run_1/metal_stack.png
Scale: 8 px per µm. Only two layers are drawn.
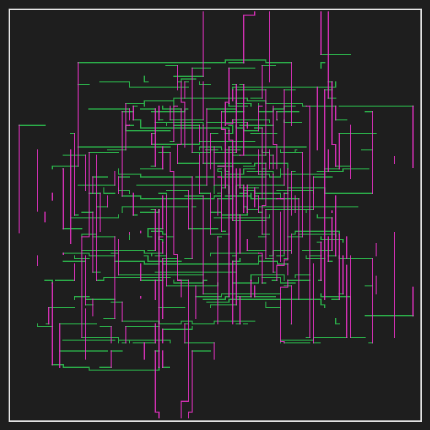
run_1/met2.png
Scale: 8 px per µm.
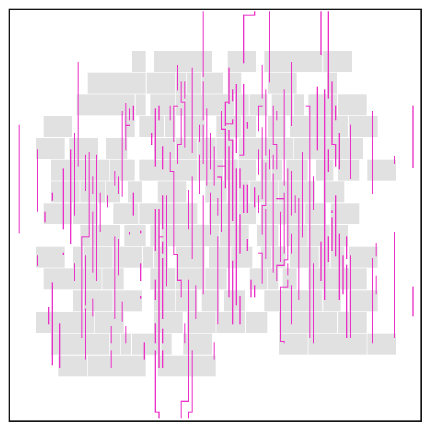
run_1/pdn.png
Scale: 10 px per µm. Pins as bars on the die edge. Tap cells in grey.
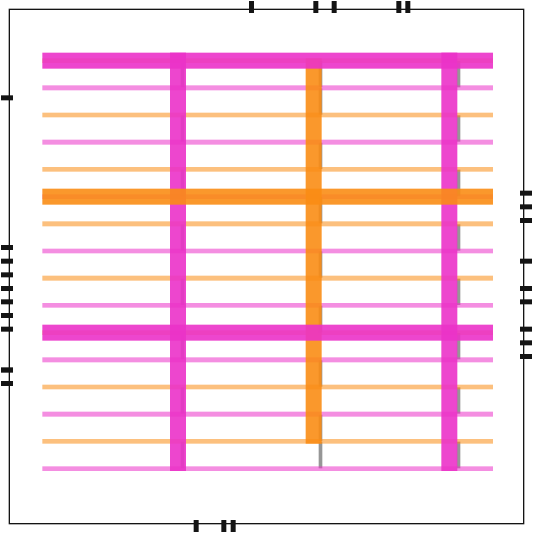
run_1/final_placement.png
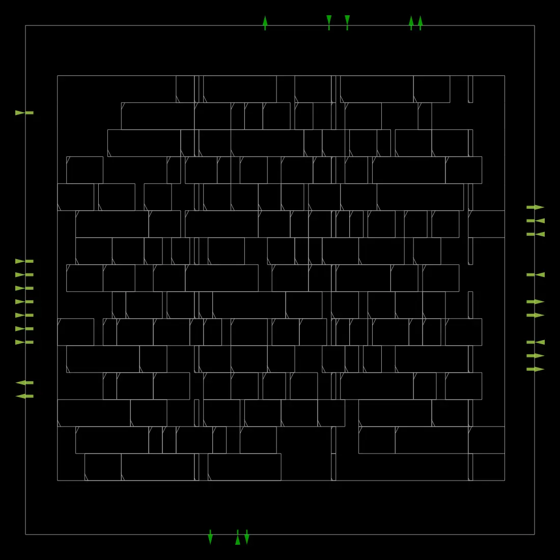
==> config.mk <==
export PLATFORM = sky130hd
export DESIGN_NAME = mod_u_cnt_ctrl
export DESIGN_NICKNAME = d
export VERILOG_FILES = /design/src/rtl/mod_u_cnt_ctrl_pkg.sv /design/src/rtl/mod_u_cnt_ctrl.sv
export SDC_FILE = /design/constraint.sdc
export NUM_CORES = 1
export LEC_CHECK = 0
export CAP_MARGIN = 20
export CORE_MARGIN = 3
export CORE_UTILIZATION = 45
export CTS_CLUSTER_SIZE = 25
export DETAILED_ROUTE_END_ITERATION = 12
export HOLD_SLACK_MARGIN = 0.1
export PLACE_DENSITY = 0.87
export SLEW_MARGIN = 20
export SYNTH_ARGS = -nofsm -noshare
export SYNTH_HDL_FRONTEND = slang
export SYNTH_SLANG_ARGS = --single-unit
==> constraint.sdc <==
create_clock -name clk -period 1.89 [get_ports clk]
set_input_delay 0.2835 -clock clk [delete_from_list [all_inputs] [get_ports clk]]
set_output_delay 0.2835 -clock clk [all_outputs]
set_load 0.03 [all_outputs]
==> src/rtl/mod_u_cnt_ctrl_pkg.sv <==
// Shared op codes, state encodings and helpers for the mod-U BCD counter command sequencer.
package mod_u_cnt_ctrl_pkg;

   localparam int OP_W = 3;
   localparam int ST_W = 3;

   localparam logic [OP_W-1:0] OP_NOP    = 3'd0;
   localparam logic [OP_W-1:0] OP_CLEAR  = 3'd1;
   localparam logic [OP_W-1:0] OP_LOAD   = 3'd2;
   localparam logic [OP_W-1:0] OP_RUN_UP = 3'd3;
   localparam logic [OP_W-1:0] OP_RUN_DN = 3'd4;
   localparam logic [OP_W-1:0] OP_STOP   = 3'd5;
   localparam logic [OP_W-1:0] OP_RUN_TO = 3'd6;
   localparam logic [OP_W-1:0] OP_STEP   = 3'd7;

   localparam logic [ST_W-1:0] ST_IDLE  = 3'd0;
   localparam logic [ST_W-1:0] ST_CLR   = 3'd1;
   localparam logic [ST_W-1:0] ST_LD    = 3'd2;
   localparam logic [ST_W-1:0] ST_RUN   = 3'd3;
   localparam logic [ST_W-1:0] ST_RUNTO = 3'd4;
   localparam logic [ST_W-1:0] ST_STEP  = 3'd5;

   // New ops are only taken while idle or while a run can be preempted.
   function automatic logic ready_in_state(input logic [ST_W-1:0] st);
      return (st == ST_IDLE) || (st == ST_RUN) || (st == ST_RUNTO);
   endfunction

endpackage

==> src/rtl/mod_u_cnt_ctrl.sv <==
// Command sequencer for the mod-U BCD counter: turns valid/ready ops into
// registered counter strobes, gated by the freq_div tick.
module mod_u_cnt_ctrl
   import mod_u_cnt_ctrl_pkg::*;
#(
   parameter int DW    = 4,
   parameter int MOD_U = 10
) (
   input  logic            clk,
   input  logic            rst,
   input  logic            tick_in,
   input  logic            cmd_valid,
   output logic            cmd_ready,
   input  logic [OP_W-1:0] cmd_op,
   input  logic [DW-1:0]   cmd_data,
   input  logic [DW-1:0]   cnt_q,
   output logic            cnt_en,
   output logic            cnt_clr,
   output logic            cnt_up,
   output logic            cnt_load,
   output logic [DW-1:0]   cnt_d,
   output logic            busy,
   output logic            done,
   output logic            err
);

   localparam logic [DW:0] MOD_LIM = MOD_U[DW:0];

   logic [ST_W-1:0] state_q, state_d;
   logic [DW-1:0]   target_q, target_d;
   logic [DW-1:0]   data_q, data_d;
   logic            en_q, en_d;
   logic            clr_q, clr_d;
   logic            up_q, up_d;
   logic            load_q, load_d;
   logic            busy_q, busy_d;
   logic            done_q, done_d;
   logic            err_q, err_d;
   logic            ready_q, ready_d;
   logic            accept_s;
   logic            data_ok_s;

   assign accept_s  = cmd_valid & ready_q;
   assign data_ok_s = ({1'b0, cmd_data} < MOD_LIM);

   // Next-state and strobe decode; an accepted op always takes priority over a tick.
   always_comb begin
      state_d  = state_q;
      target_d = target_q;
      data_d   = data_q;
      up_d     = up_q;
      en_d     = 1'b0;
      clr_d    = 1'b0;
      load_d   = 1'b0;
      done_d   = 1'b0;
      err_d    = 1'b0;
      if (accept_s && (cmd_op != OP_NOP)) begin
         case (cmd_op)
            OP_CLEAR: begin
               state_d = ST_CLR;
               clr_d   = 1'b1;
            end
            OP_LOAD: begin
               if (data_ok_s) begin
                  state_d = ST_LD;
                  load_d  = 1'b1;
                  data_d  = cmd_data;
               end else begin
                  err_d = 1'b1;
               end
            end
            OP_RUN_UP: begin
               state_d = ST_RUN;
               up_d    = 1'b1;
            end
            OP_RUN_DN: begin
               state_d = ST_RUN;
               up_d    = 1'b0;
            end
            OP_STOP: begin
               state_d = ST_IDLE;
            end
            OP_RUN_TO: begin
               if (data_ok_s) begin
                  state_d  = ST_RUNTO;
                  target_d = cmd_data;
               end else begin
                  err_d = 1'b1;
               end
            end
            OP_STEP: begin
               state_d = ST_STEP;
            end
            default: begin
               state_d = state_q;
            end
         endcase
      end else begin
         case (state_q)
            ST_CLR, ST_LD: begin
               state_d = ST_IDLE;
            end
            ST_RUN: begin
               en_d = tick_in;
            end
            ST_RUNTO: begin
               if (cnt_q == target_q) begin
                  done_d  = 1'b1;
                  state_d = ST_IDLE;
               end else begin
                  en_d = tick_in;
               end
            end
            ST_STEP: begin
               if (tick_in) begin
                  en_d    = 1'b1;
                  done_d  = 1'b1;
                  state_d = ST_IDLE;
               end else begin
                  state_d = ST_STEP;
               end
            end
            default: begin
               state_d = ST_IDLE;
            end
         endcase
      end
      busy_d  = (state_d != ST_IDLE);
      ready_d = ready_in_state(state_d);
   end

   // State and output registers; reset cancels any pending strobe and the target.
   always_ff @(posedge clk) begin
      if (rst) begin
         state_q  <= ST_IDLE;
         target_q <= {DW{1'b0}};
         data_q   <= {DW{1'b0}};
         up_q     <= 1'b1;
         en_q     <= 1'b0;
         clr_q    <= 1'b0;
         load_q   <= 1'b0;
         done_q   <= 1'b0;
         err_q    <= 1'b0;
         busy_q   <= 1'b0;
         ready_q  <= 1'b1;
      end else begin
         state_q  <= state_d;
         target_q <= target_d;
         data_q   <= data_d;
         up_q     <= up_d;
         en_q     <= en_d;
         clr_q    <= clr_d;
         load_q   <= load_d;
         done_q   <= done_d;
         err_q    <= err_d;
         busy_q   <= busy_d;
         ready_q  <= ready_d;
      end
   end

   assign cmd_ready = ready_q;
   assign cnt_en    = en_q;
   assign cnt_clr   = clr_q;
   assign cnt_up    = up_q;
   assign cnt_load  = load_q;
   assign cnt_d     = data_q;
   assign busy      = busy_q;
   assign done      = done_q;
   assign err       = err_q;

endmodule

==> impl_metrics.yaml, run 1 <==
# physical design summary
synthesis:
  xor_share_pct: 3.79
  syn_avg_cell_area_um2: 9.42
  mux_area_share_pct: 11.9
  ys_cells: 98
  synth.distinct_cells: 36
  ys_sh_simple_pct: 23.0
  yosys.area.top_type: "dfxtp_1"
  synth-edff-count: 0
  netlist_area_um2: 923
  netlist_top_cells_area: "dfxtp_1 (41%), mux2i_1 (12%), nor2_1 (6.5%), xnor2_1 (2.8%), nand4b_4 (2.6%)"
  syn_inst: 98
  yosysSeqAreaShare_pct: 41.2
  synth_flops: 19
  synth-adder-area-share_pct: 0
  ys_sh_aoi_pct: 15.0
  synthFlopType: "dfxtp_1"
  yosysChipArea_um2: 923
  synthTopLogicFamily: "simple AND/OR/NAND/NOR gates"
floorplan:
  die_area_um2: 2630
  fp.coreArea_um2: 1840
  num_io_pins: 27
  fp_util_pct: 50.2
final_layout:
  dominant_cells: "combinational gates"
  lay_top_cells: "clkdlybuf4s50_1 (26), dfxtp_1 (19), buf_4 (17)"
  ff_count: 19
  combGateArea_um2: 497
  layout_top_cell: "clkdlybuf4s50_1"
  clockBufferCount: 3
  nNonClkBuffers: 43
  layout.nets: 155
  final-seq-area_um2: 380
  buffer_area_share_pct: 29.1
  comb_cells: 71
  clock_area_share_pct: 2.07
  diodes: 0
  nNonClkInverters: 2
  syn_to_final_growth_pct: 44.2
setup_path:
  rr_endpoint: "cmd_ready"
  critical_path_depth: 1
  cp_slowest_stage_delay_ps: 700
  arrival_ps: 1420
  cp.required_ps: 1610
  crit_path_end: "cmd_ready"
  crit_fanout: 4
  end_kind: "output pin"
  crit_start: "cmd_ready"
  regToRegStartpoint: "cmd_ready"
  critPathTopFamily: "buffers and inverters"
  crit_path_top_delay_cell: "clkdlybuf4s50_1"
  reg2regPathDepth: 5
  crit_type: "reg -> out"
sta:
  relSlewSlack_pct: 73.6
  finalCritPeriodShare_pct: 90.0
  setup_viol: 0
  final_max_slew_viol_count: 0
  clock_skew_ps: 7.81
  tightest_slew_ps: 395
  hold_viol: 0
placed_design:
  dp_cells: 160
  dp_slack_ps: -72.5
route:
  drc: 0
  ant_nets: 0
  first_pass_iters: 4
  drt_iter0_drc: 23
  wl_met3_um: 118
  met1_length_um: 914
power:
  ir_worst_vdd_mv: 0.437
  clock_power_share_pct: 24.6
  seqPwrFrac_pct: 51.9
  combPwrFrac_pct: 23.5
global_routing:
  grt_overflow_total: 0
  use_met3_pct: 4.37
  use_met1_pct: 21.5
  grt_first_pass_wirelength_mm: 3.65
  grt_max_degree: 13
clock_network:
  cts.sinks: 19
  clk_path_buf_depth: 2
  clkTransAtPathRegs_ps: 110
  cts_tree: "done"
  ctsHoldBuffers: 0
  cts_inserted_buffers: 3
  cts-root-buf: "clkbuf_4"
  htree_levels: 1
run:
  warnings: 26
min_path:
  hold_path_end: "cnt_d[0]"
  min_from: "cnt_d[0]"
  hold_class: "reg -> reg"
run_status:
  status: "complete, no violations"
-- metal_stack.png (at the start) --
met1: shown in green, wire length 914 µm. met2: shown in magenta, wire length 1020 µm.
Vias: 816
final wirelength: 2.07 mm
GRT Overall Usage: 18.2%
WL/cell: 12.6 µm

-- met2.png (at the start) --
125 nets have wire on it. The layer holds 49% of the routed length. The wires run mostly vertical. The longest straight run is 28.9 µm.
met2 usage: 31.3%

-- pdn.png (at the start) --
VSS: shown in magenta. VDD: shown in orange.
27 signal pins sit on the boundary. 16 met1 rails follow the rows.
Chip Width: 51.3 µm
die height: 51.3 µm

-- final_placement.png (at the start) --
sequential cell area share: 28.6%
final non-filler cell total: 164

## run 1: worst reg2reg max path: stages, from the launching register on
cell      delay, ps
dfxtp_1         430
and2_1          270
o21ai_0         150
o221ai_2        220
and3b_1         210
a211o_1         280
## run 1: metrics by stage
step | area (µm²) | TNS, ps | utilization [%] | hold WS (ps) | total power [µW]
floorplan | 923 | 0 | - | 361 | 532
global placement | 1300 | -13.1 | 70.9 | 475 | 620
detailed placement | 1300 | -127 | 70.9 | 488 | 626
CTS | 1330 | 0 | 72.4 | 517 | 827
global route | 1330 | 0 | 72.4 | 566 | 863
finish | 1330 | 0 | 72.4 | 510 | 818
## run 1: kinds of logic (layout without fill, tap and decap cells)
group	count (synthesis)	in the layout
xor gates and xnor gates	4	4
AOI/OAI and AO/OA	19	19
DFF	19	19
and+or+nand+nor	37	37
buffers and inverters	8	49
muxes	11	11
## run 1: flip-flops by register name, summed over array words and instances, names as in the netlist
signal,count
done,1
cmd_ready,1
cnt_d,4
cnt_en,1
target_q,4
err,1
cnt_clr,1
state_q,3
cnt_load,1
busy,1
cnt_up,1
## run 1: power groups by stage
stage | combinational (µW) | clock, µW | sequential [µW]
3_5_place_dp | 192 | 0 | 434
2_1_floorplan | 82.3 | 0 | 449
6_report | 192 | 201 | 425
4_1_cts | 192 | 210 | 425
5_1_grt | 209 | 228 | 427
3_3_place_gp | 187 | 0 | 434
## run 1: Yosys cell counts (all sizes together) (2+ instances only)
| library cell | count |
|---|---|
| dfxtp | 19 |
| nor2 | 16 |
| mux2i | 11 |
| a21oi | 4 |
| buf | 4 |
| nor3 | 4 |
| o21ai | 4 |
| nand2 | 3 |
| xnor2 | 3 |
| a211o | 2 |
| a31oi | 2 |
| and2 | 2 |
| clkbuf | 2 |
| inv | 2 |
| nand2b | 2 |
| nor4 | 2 |
| or3 | 2 |
==> run 2: changes to the inputs <==
- SLEW_MARGIN: 20 -> 25
run_2/pins.png
Scale: 10 px per µm. Pins as bars across the die edge, other pins in grey.
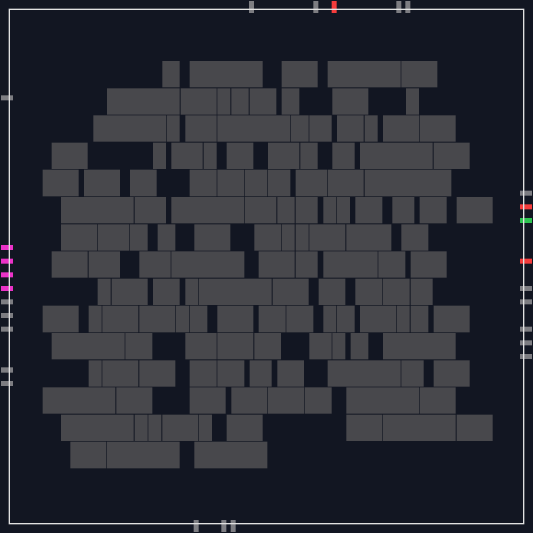
cnt_q: shown in magenta, pins 4, direction input, edge west. cmd_valid: shown in green, pins 1, direction input, edge east. cmd_op: shown in red, pins 3, direction input, edge 2 east, 1 north.
All pins by edge: 10 west, 9 east, 5 north, 3 south.
PortBufs: 26

run_2/met2.png
Scale: 8 px per µm.
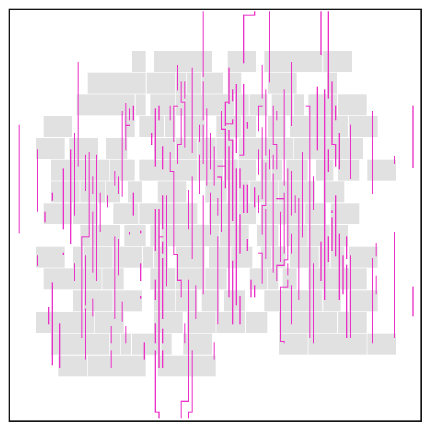
The longest straight run is 28.9 µm. The wires run mostly vertical. The layer holds 49% of the routed length. The layer carries 1020 µm of wire.

==> run 2 against run 1 <==
  * Register-to-register slack hardly changed
  * Design area stayed put
  * Fmax stayed put
  * Total power stayed put
==> impl_metrics.yaml, run 2 <==
# physical design summary
run_status:
  status: "complete, no violations"
synthesis:
  ys_cells: 98
  syn_inst: 98
  syn_avg_cell_area_um2: 9.42
  synth-edff-count: 0
  fp_nets: 113
  synth_warnings: 0
  yosysChipArea_um2: 923
  yosys.area.top_type: "dfxtp_1"
  top_cell: "dfxtp_1"
  netlist_area_um2: 923
  synthFlopType: "dfxtp_1"
  async_flop_share_pct: 0
  synth_flops: 19
  synth.distinct_cells: 36
  yosysSeqAreaShare_pct: 41.2
  ys_top_cells_by_count: "dfxtp_1 (19), nor2_1 (16), mux2i_1 (11)"
route:
  ant_nets: 0
  finalWirelength_mm: 2.07
  wire_per_inst_um: 12.6
  drt_iter0_drc: 23
  vias: 816
  drc: 0
  first_pass_iters: 4
global_routing:
  antenna_found_initial: 0
  grt_max_degree: 13
  grt_first_pass_wirelength_mm: 3.65
  grt_overflow_total: 0
  grtUsageTotal_pct: 18.2
setup_path:
  crit_path_top_delay_cell: "clkdlybuf4s50_1"
  crit_fanout: 4
  crit_type: "reg -> out"
  arrival_ps: 1420
  critPathTopFamily: "buffers and inverters"
  end_kind: "output pin"
  regToRegStartpoint: "cmd_ready"
  cp.required_ps: 1610
  crit_start: "cmd_ready"
power:
  finalPower_uw: 818
  p_per_area_nw_per_um2: 615
  ir_worst_vdd_mv: 0.437
min_path:
  hold_class: "reg -> reg"
  min_from: "cnt_d[0]"
final_layout:
  lay_top_cells: "clkdlybuf4s50_1 (26), dfxtp_1 (19), buf_4 (17)"
  syn_to_final_growth_pct: 44.2
  layout.nets: 155
  layout_top_cell: "clkdlybuf4s50_1"
  diodes: 0
  stdcell_count: 164
placed_design:
  dp_slack_ps: -72.5
clock_network:
  cts_tree: "done"
  clock_latency_ps: 290
  cts-root-buf: "clkbuf_4"
  cts_inserted_buffers: 3
  htree_levels: 1
  clkTransAtPathRegs_ps: 110
  ctsHoldBuffers: 0
  cts.sinks: 19
  clk_path_buf_depth: 2
sta:
  clock_skew_ps: 7.81
  whs_ps: 510
  setup_tns_ps: 0
  hold_viol: 0
  relSlewSlack_pct: 73.6
  worst_slack_ps: 188
  final_max_slew_viol_count: 0
  setup_viol: 0
  finalCritPeriodShare_pct: 90.0
floorplan:
  fp.coreArea_um2: 1840
  fp_util_pct: 50.2
  die_area_um2: 2630
  die_y_um: 51.3
  chipWidth_um: 51.3
  num_io_pins: 27
[run 2: final timing paths]
path	end	slack (ps)	depth (start not counted)
worst max-delay path	cmd_ready	190	1
worst min-delay path	cnt_d[0]	510	2
worst min register to register	cnt_d[0]	510	2
worst max register to register	cmd_ready	240	5
[run 2: kinds of logic after synthesis]
kind of cell,share of synthesized area [%]
compound gates,15.0
mux,11.9
simple gates,23.0
flops,41.2
xor+xnor,3.79
buf+inv,5.01
[run 2: worst register-to-register path, stage by stage (launching register included)]
cell and delay, ps:
dfxtp_1 430, and2_1 270, o21ai_0 150, o221ai_2 220, and3b_1 210, a211o_1 280
[run 2: where the power goes]
group | switching, µW | leakage, µW | internal [µW]
registers | 11.1 | 0.000154 | 414
clock network | 123 | 0.0000177 | 78.7
logic | 89.4 | 0.000387 | 103
total | 223 | 0.000559 | 595
[run 2: through the flow]
step	cell area (µm²)	utilization (%)
finish	1330	72.4
global route	1330	72.4
CTS	1330	72.4
detailed placement	1300	70.9
global placement	1300	70.9
floorplan	923	-
[run 2: final cells by class]
class | count | area [µm²]
multi-input combinational | 71 | 497
sequential | 19 | 380
timing repair buffer | 43 | 388
inverter | 2 | 7.51
tap | 25 | 31.3
fill | 146 | 508
clock buffer | 3 | 22.5
clock inverter | 1 | 5.00
[run 2: per-layer routing]
layer | vias to the layer above | GRT usage (%) | routed length [µm] | part of all wire, %
met5 | - | 0 | 0 | 0
met3 | 2 | 4.37 | 118 | 5.7
met1 | 365 | 21.5 | 914 | 44
li1 | 428 | - | - | -
met4 | 0 | 7.42 | 19 | 0.92
met2 | 21 | 31.3 | 1020 | 49
Power is estimated from default activity; no workload was simulated.
